File: config.mk
export PLATFORM = sky130hd
export DESIGN_NAME = volume_octave_ctrl
export DESIGN_NICKNAME = d
export VERILOG_FILES = /design/src/rtl/volume_octave_ctrl.sv
export SDC_FILE = /design/constraint.sdc
export NUM_CORES = 1
export LEC_CHECK = 0
export CELL_PAD_IN_SITES_DETAIL_PLACEMENT = 0
export CELL_PAD_IN_SITES_GLOBAL_PLACEMENT = 2
export CORE_ASPECT_RATIO = 0.75
export CORE_MARGIN = 4
export CORE_UTILIZATION = 37
export DETAILED_ROUTE_END_ITERATION = 8
export PLACE_DENSITY_LB_ADDON = 0.1
export SLEW_MARGIN = 0
export SYNTH_ARGS = -nofsm -noshare
export SYNTH_HDL_FRONTEND = slang
export SYNTH_SLANG_ARGS = --single-unit
File: constraint.sdc
create_clock -name clk -period 2.4 [get_ports clk]
set_input_delay 0.36 -clock clk [delete_from_list [all_inputs] [get_ports clk]]
set_output_delay 0.36 -clock clk [all_outputs]
set_load 0.01 [all_outputs]
File: src/rtl/volume_octave_ctrl.sv
// volume_octave_ctrl: synchronizes, debounces and edge-detects four push-buttons that step saturating volume/octave.
// Optional hold-to-repeat stepping is enabled by defining VOLUME_OCTAVE_AUTO_REPEAT_EN.
module volume_octave_ctrl #(
    parameter int DEBOUNCE_CYCLES = 16,
    parameter int VOL_MIN         = 0,
    parameter int VOL_MAX         = 5,
    parameter int VOL_INIT        = 3,
    parameter int OCT_MIN         = 1,
    parameter int OCT_MAX         = 3,
    parameter int OCT_INIT        = 2,
    parameter int HOLD_CYCLES     = 1000,
    parameter int REPEAT_CYCLES   = 250
) (
    input  logic       clk,
    input  logic       rst,
    input  logic       btn_vol_up,
    input  logic       btn_vol_down,
    input  logic       btn_oct_up,
    input  logic       btn_oct_down,
    output logic [2:0] volume,
    output logic [2:0] octave,
    output logic       changed
);

    localparam int NUM_BTN      = 4;
    localparam int BTN_VOL_UP   = 0;
    localparam int BTN_VOL_DOWN = 1;
    localparam int BTN_OCT_UP   = 2;
    localparam int BTN_OCT_DOWN = 3;

    localparam int               CNT_W    = (DEBOUNCE_CYCLES > 1) ? $clog2(DEBOUNCE_CYCLES) : 1;
    localparam logic [CNT_W-1:0] CNT_LAST = CNT_W'(DEBOUNCE_CYCLES - 1);

    localparam logic [2:0] VOL_MIN_C  = 3'(VOL_MIN);
    localparam logic [2:0] VOL_MAX_C  = 3'(VOL_MAX);
    localparam logic [2:0] VOL_INIT_C = 3'(VOL_INIT);
    localparam logic [2:0] OCT_MIN_C  = 3'(OCT_MIN);
    localparam logic [2:0] OCT_MAX_C  = 3'(OCT_MAX);
    localparam logic [2:0] OCT_INIT_C = 3'(OCT_INIT);

    // Reject configurations whose counters or bounds cannot work as intended.
    if (DEBOUNCE_CYCLES < 2 || HOLD_CYCLES < 1 || REPEAT_CYCLES < 1 ||
        VOL_MIN > VOL_MAX || VOL_MAX > 7 || VOL_INIT < VOL_MIN || VOL_INIT > VOL_MAX ||
        OCT_MIN > OCT_MAX || OCT_MAX > 7 || OCT_INIT < OCT_MIN || OCT_INIT > OCT_MAX) begin : g_bad_cfg
        $error("volume_octave_ctrl: illegal parameter set");
    end

    // Saturating one-step update; bounds are checked before stepping so 3-bit arithmetic never wraps.
    function automatic logic [2:0] step_sat(
        input logic [2:0] cur,
        input logic       up,
        input logic       dn,
        input logic [2:0] lo,
        input logic [2:0] hi
    );
        logic [2:0] nxt;
        case ({up, dn})
            2'b10:   nxt = (cur < hi) ? (cur + 3'd1) : cur;
            2'b01:   nxt = (cur > lo) ? (cur - 3'd1) : cur;
            default: nxt = cur;
        endcase
        return nxt;
    endfunction

    logic [NUM_BTN-1:0] btn_raw_s;
    logic [NUM_BTN-1:0] pulse_s;

    assign btn_raw_s = {btn_oct_down, btn_oct_up, btn_vol_down, btn_vol_up};

    for (genvar i = 0; i < NUM_BTN; i++) begin : g_btn
        logic             sync0_r;
        logic             sync1_r;
        logic             db_r;
        logic             db_q_r;
        logic [CNT_W-1:0] cnt_r;
        logic             rep_pulse_s;

        // Two-flop synchronizer for the raw asynchronous button level.
        always_ff @(posedge clk) begin
            if (rst) begin
                sync0_r <= 1'b0;
                sync1_r <= 1'b0;
            end else begin
                sync0_r <= btn_raw_s[i];
                sync1_r <= sync0_r;
            end
        end

        // Debouncer: db follows sync1 only after DEBOUNCE_CYCLES consecutive disagreeing samples.
        always_ff @(posedge clk) begin
            if (rst) begin
                db_r   <= 1'b0;
                db_q_r <= 1'b0;
                cnt_r  <= '0;
            end else begin
                db_q_r <= db_r;
                if (sync1_r == db_r) begin
                    cnt_r <= '0;
                end else if (cnt_r == CNT_LAST) begin
                    db_r  <= ~db_r;
                    cnt_r <= '0;
                end else begin
                    cnt_r <= cnt_r + {{(CNT_W-1){1'b0}}, 1'b1};
                end
            end
        end

`ifdef VOLUME_OCTAVE_AUTO_REPEAT_EN
        localparam int                HOLD_W    = $clog2(HOLD_CYCLES + REPEAT_CYCLES + 1);
        localparam logic [HOLD_W-1:0] HOLD_AT   = HOLD_W'(HOLD_CYCLES);
        localparam logic [HOLD_W-1:0] HOLD_WRAP = HOLD_W'(HOLD_CYCLES + REPEAT_CYCLES - 1);

        logic [HOLD_W-1:0] hold_cnt_r;

        // Hold timer: counts cycles of db high, then loops over the repeat period without overflowing.
        always_ff @(posedge clk) begin
            if (rst) begin
                hold_cnt_r <= '0;
            end else if (!db_r) begin
                hold_cnt_r <= '0;
            end else if (hold_cnt_r == HOLD_WRAP) begin
                hold_cnt_r <= HOLD_AT;
            end else begin
                hold_cnt_r <= hold_cnt_r + {{(HOLD_W-1){1'b0}}, 1'b1};
            end
        end

        assign rep_pulse_s = db_r && (hold_cnt_r == HOLD_AT);
`else
        assign rep_pulse_s = 1'b0;
`endif

        assign pulse_s[i] = (db_r & ~db_q_r) | rep_pulse_s;
    end

    logic [2:0] volume_r;
    logic [2:0] octave_r;
    logic [2:0] volume_prev_r;
    logic [2:0] octave_prev_r;
    logic       changed_r;
    logic [2:0] vol_next_s;
    logic [2:0] oct_next_s;

    // Next register values from this cycle's pulses.
    always_comb begin
        vol_next_s = step_sat(volume_r, pulse_s[BTN_VOL_UP], pulse_s[BTN_VOL_DOWN], VOL_MIN_C, VOL_MAX_C);
        oct_next_s = step_sat(octave_r, pulse_s[BTN_OCT_UP], pulse_s[BTN_OCT_DOWN], OCT_MIN_C, OCT_MAX_C);
    end

    // Value registers plus a one-cycle-delayed copy; changed fires the cycle after a real difference.
    always_ff @(posedge clk) begin
        if (rst) begin
            volume_r      <= VOL_INIT_C;
            octave_r      <= OCT_INIT_C;
            volume_prev_r <= VOL_INIT_C;
            octave_prev_r <= OCT_INIT_C;
            changed_r     <= 1'b0;
        end else begin
            volume_r      <= vol_next_s;
            octave_r      <= oct_next_s;
            volume_prev_r <= volume_r;
            octave_prev_r <= octave_r;
            changed_r     <= (volume_r != volume_prev_r) || (octave_r != octave_prev_r);
        end
    end

    assign volume  = volume_r;
    assign octave  = octave_r;
    assign changed = changed_r;

endmodule
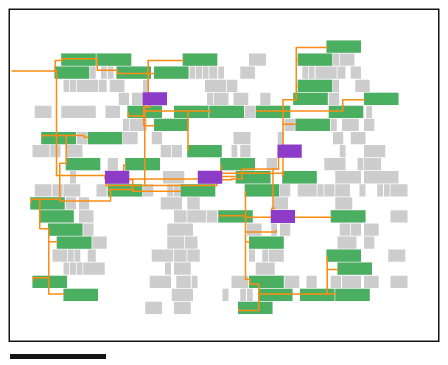
(clock wires, drivers and flops)
Scale bar: 20 µm.
clock wires -> orange  # length 490 µm
cells driving clock nets -> purple  # count 5
flip-flops -> green  # count 45
routed clock nets = 6

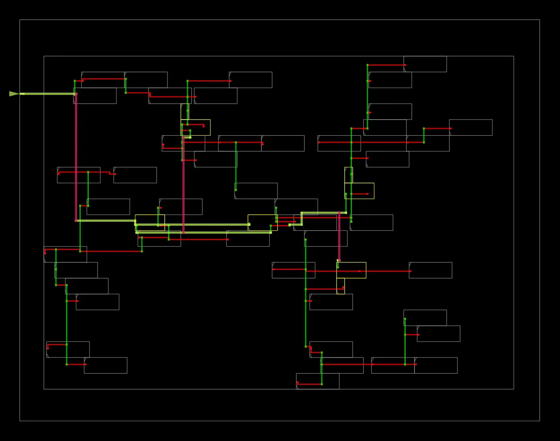
(the clock network)
Clock buffer cells: 8
clk sink count: 45
Power Clock: 428 µW
Setup Skew: 0.00357 ns

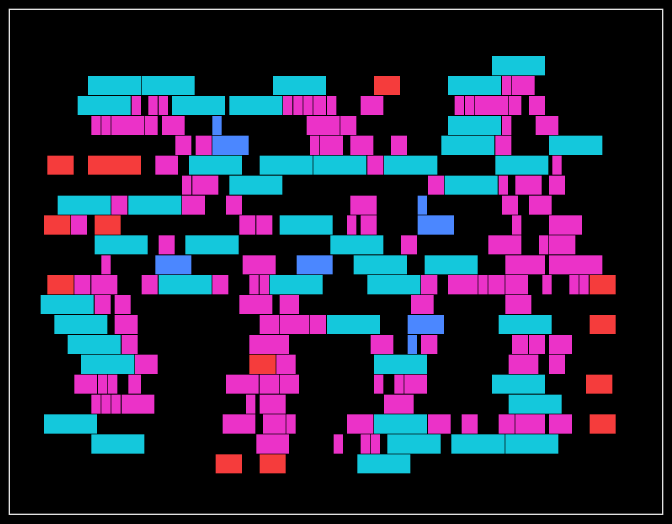
(placement by cell class)
other buffers and delay cells -> red  # cells 13, share of their area 6.9%
all other logic -> magenta  # cells 128, share of their area 45%
flops -> cyan  # cells 45, share of their area 44%
clock drivers and dummy loads -> blue  # cells 8, share of their area 3.9%

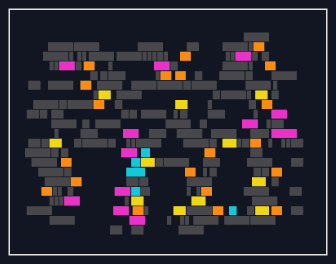
(selected gate families)
XOR/XNOR gates -> orange  # cells 20
adder and majority cells -> magenta  # cells 12
inverting AOI/OAI gates -> cyan  # cells 5
multiplexers -> yellow  # cells 11

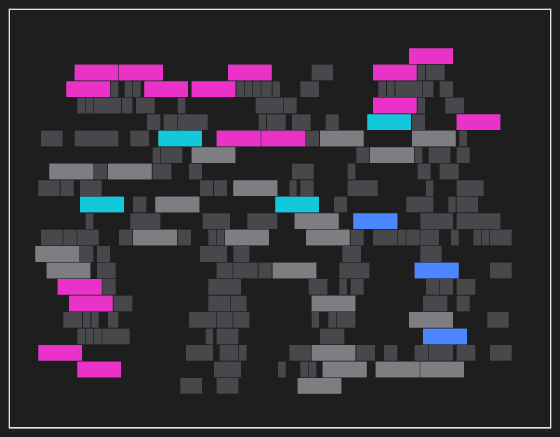
(where the registers sit)
Other sequential cells in the stronger grey, the rest of the logic in the fainter grey.
g_btn.cnt_r -> magenta  # flops 16, where all over the die
g_btn.db_r -> cyan  # flops 4
volume -> blue  # flops 3
not coloured = 22

-- worst max path at each step --
stage                       start         to  slack, ns
global placement    g_btn[1].db_r  volume[2]       0.32
finish              g_btn[1].db_r  volume[2]       0.30
detailed placement  g_btn[1].db_r  volume[2]       0.28
CTS                 g_btn[1].db_r  volume[2]       0.27
global route        g_btn[1].db_r  volume[2]       0.15
floorplan           g_btn[1].db_r  volume[2]       0.40
-- cell families after synthesis --
group / count (synthesis) / synth area share [%]
mux: 11 / 6.38
fa+ha+maj: 12 / 8.64
buf+inv: 17 / 3.63
compound gates: 7 / 3.36
simple gates: 64 / 19.0
flops: 45 / 49.4
xor+xnor: 20 / 9.60
-- cells in the final DEF, fill, tap and decap left out, types with 2 or more instances in the layout --
cell,instances
mux2_1,5
and3_1,4
a211oi_1,2
or2_2,2
xnor2_1,10
mux2i_1,6
nand3_1,4
xor2_1,10
inv_1,14
clkbuf_8,5
nand2b_1,4
nor4_1,2
nor2_1,25
clkdlybuf4s50_1,12
clkbuf_1,3
ha_1,11
nor2b_1,16
dfxtp_1,45
or3_1,4
-- registers in the layout (all words and copies together) (netlist names) --
signal / flops
volume_prev_r: 3
changed: 1
octave: 3
g_btn.sync0_r: 4
g_btn.cnt_r: 16
g_btn.db_q_r: 4
g_btn.db_r: 4
octave_prev_r: 3
volume: 3
g_btn.sync1_r: 4
-- metrics by stage --
step | hold slack, ns | cell area, µm² | power (µW) | std cells
3_5_place_dp | 0.420 | 2020 | 809 | 243
3_3_place_gp | 0.421 | 2020 | 808 | 243
4_1_cts | 0.440 | 2100 | 1240 | 251
6_report | 0.437 | 2100 | 1220 | 251
2_1_floorplan | 0.414 | 1820 | 794 | 176
5_1_grt | 0.453 | 2100 | 1280 | 251
==> CHANGELOG.md <==
### Changed

* Status: completed
* Post-Synthesis Cells at 176
* EDFF count, synth at 0
* Hold-fix buffers, CTS at 0
* Core ar. at roughly 4600 µm²
* Port Buffer Count at 12
* Largest area contributor in the netlist: dfxtp_1
* Int Power at a little under 1000 µW
* Multi-input logic portion of the cell area at between 40% and 50%
* CP bufs+invs at 1
* Min-delay worst type: reg2reg
* Avg Vias per Cell at between 4 and 5
* Tapcells at approximately 57
* Slew at the pin with the worst max-slew slack at around 0.33 ns
* Async set-reset flop share out of synthesis at 0%
* NumNets Final at around 210
* Max Cap Viol at 0
* FF-to-FF setup slack at 0.30 ns
* Tool warnings at 30
* Worst Path Max Fanout at 4
* RSZ-0062 raised after global routing: no
* Max incr delay on CP at approximately 0.38 ns
* Power Density at a little under 600 nW/µm²
* Final clock-cell share at under 10%
* VDD IR max at ~0.35 mV
* Mi-comb count at approximately 110
* Ys cells at approximately 180
* IO Count at 13
* Slowest stage cell on the critical path: fa_1
* Clk root buf: clkbuf_8
* Met1 Wirelength at 1280 µm
* First-pass GRT wire length at 4920 µm
* Crit path DAT at between 2 and 2.5 ns
* Die footprint at between 6000 and 7000 µm²
No activity file was given, so power comes from the tool's default toggle rates.
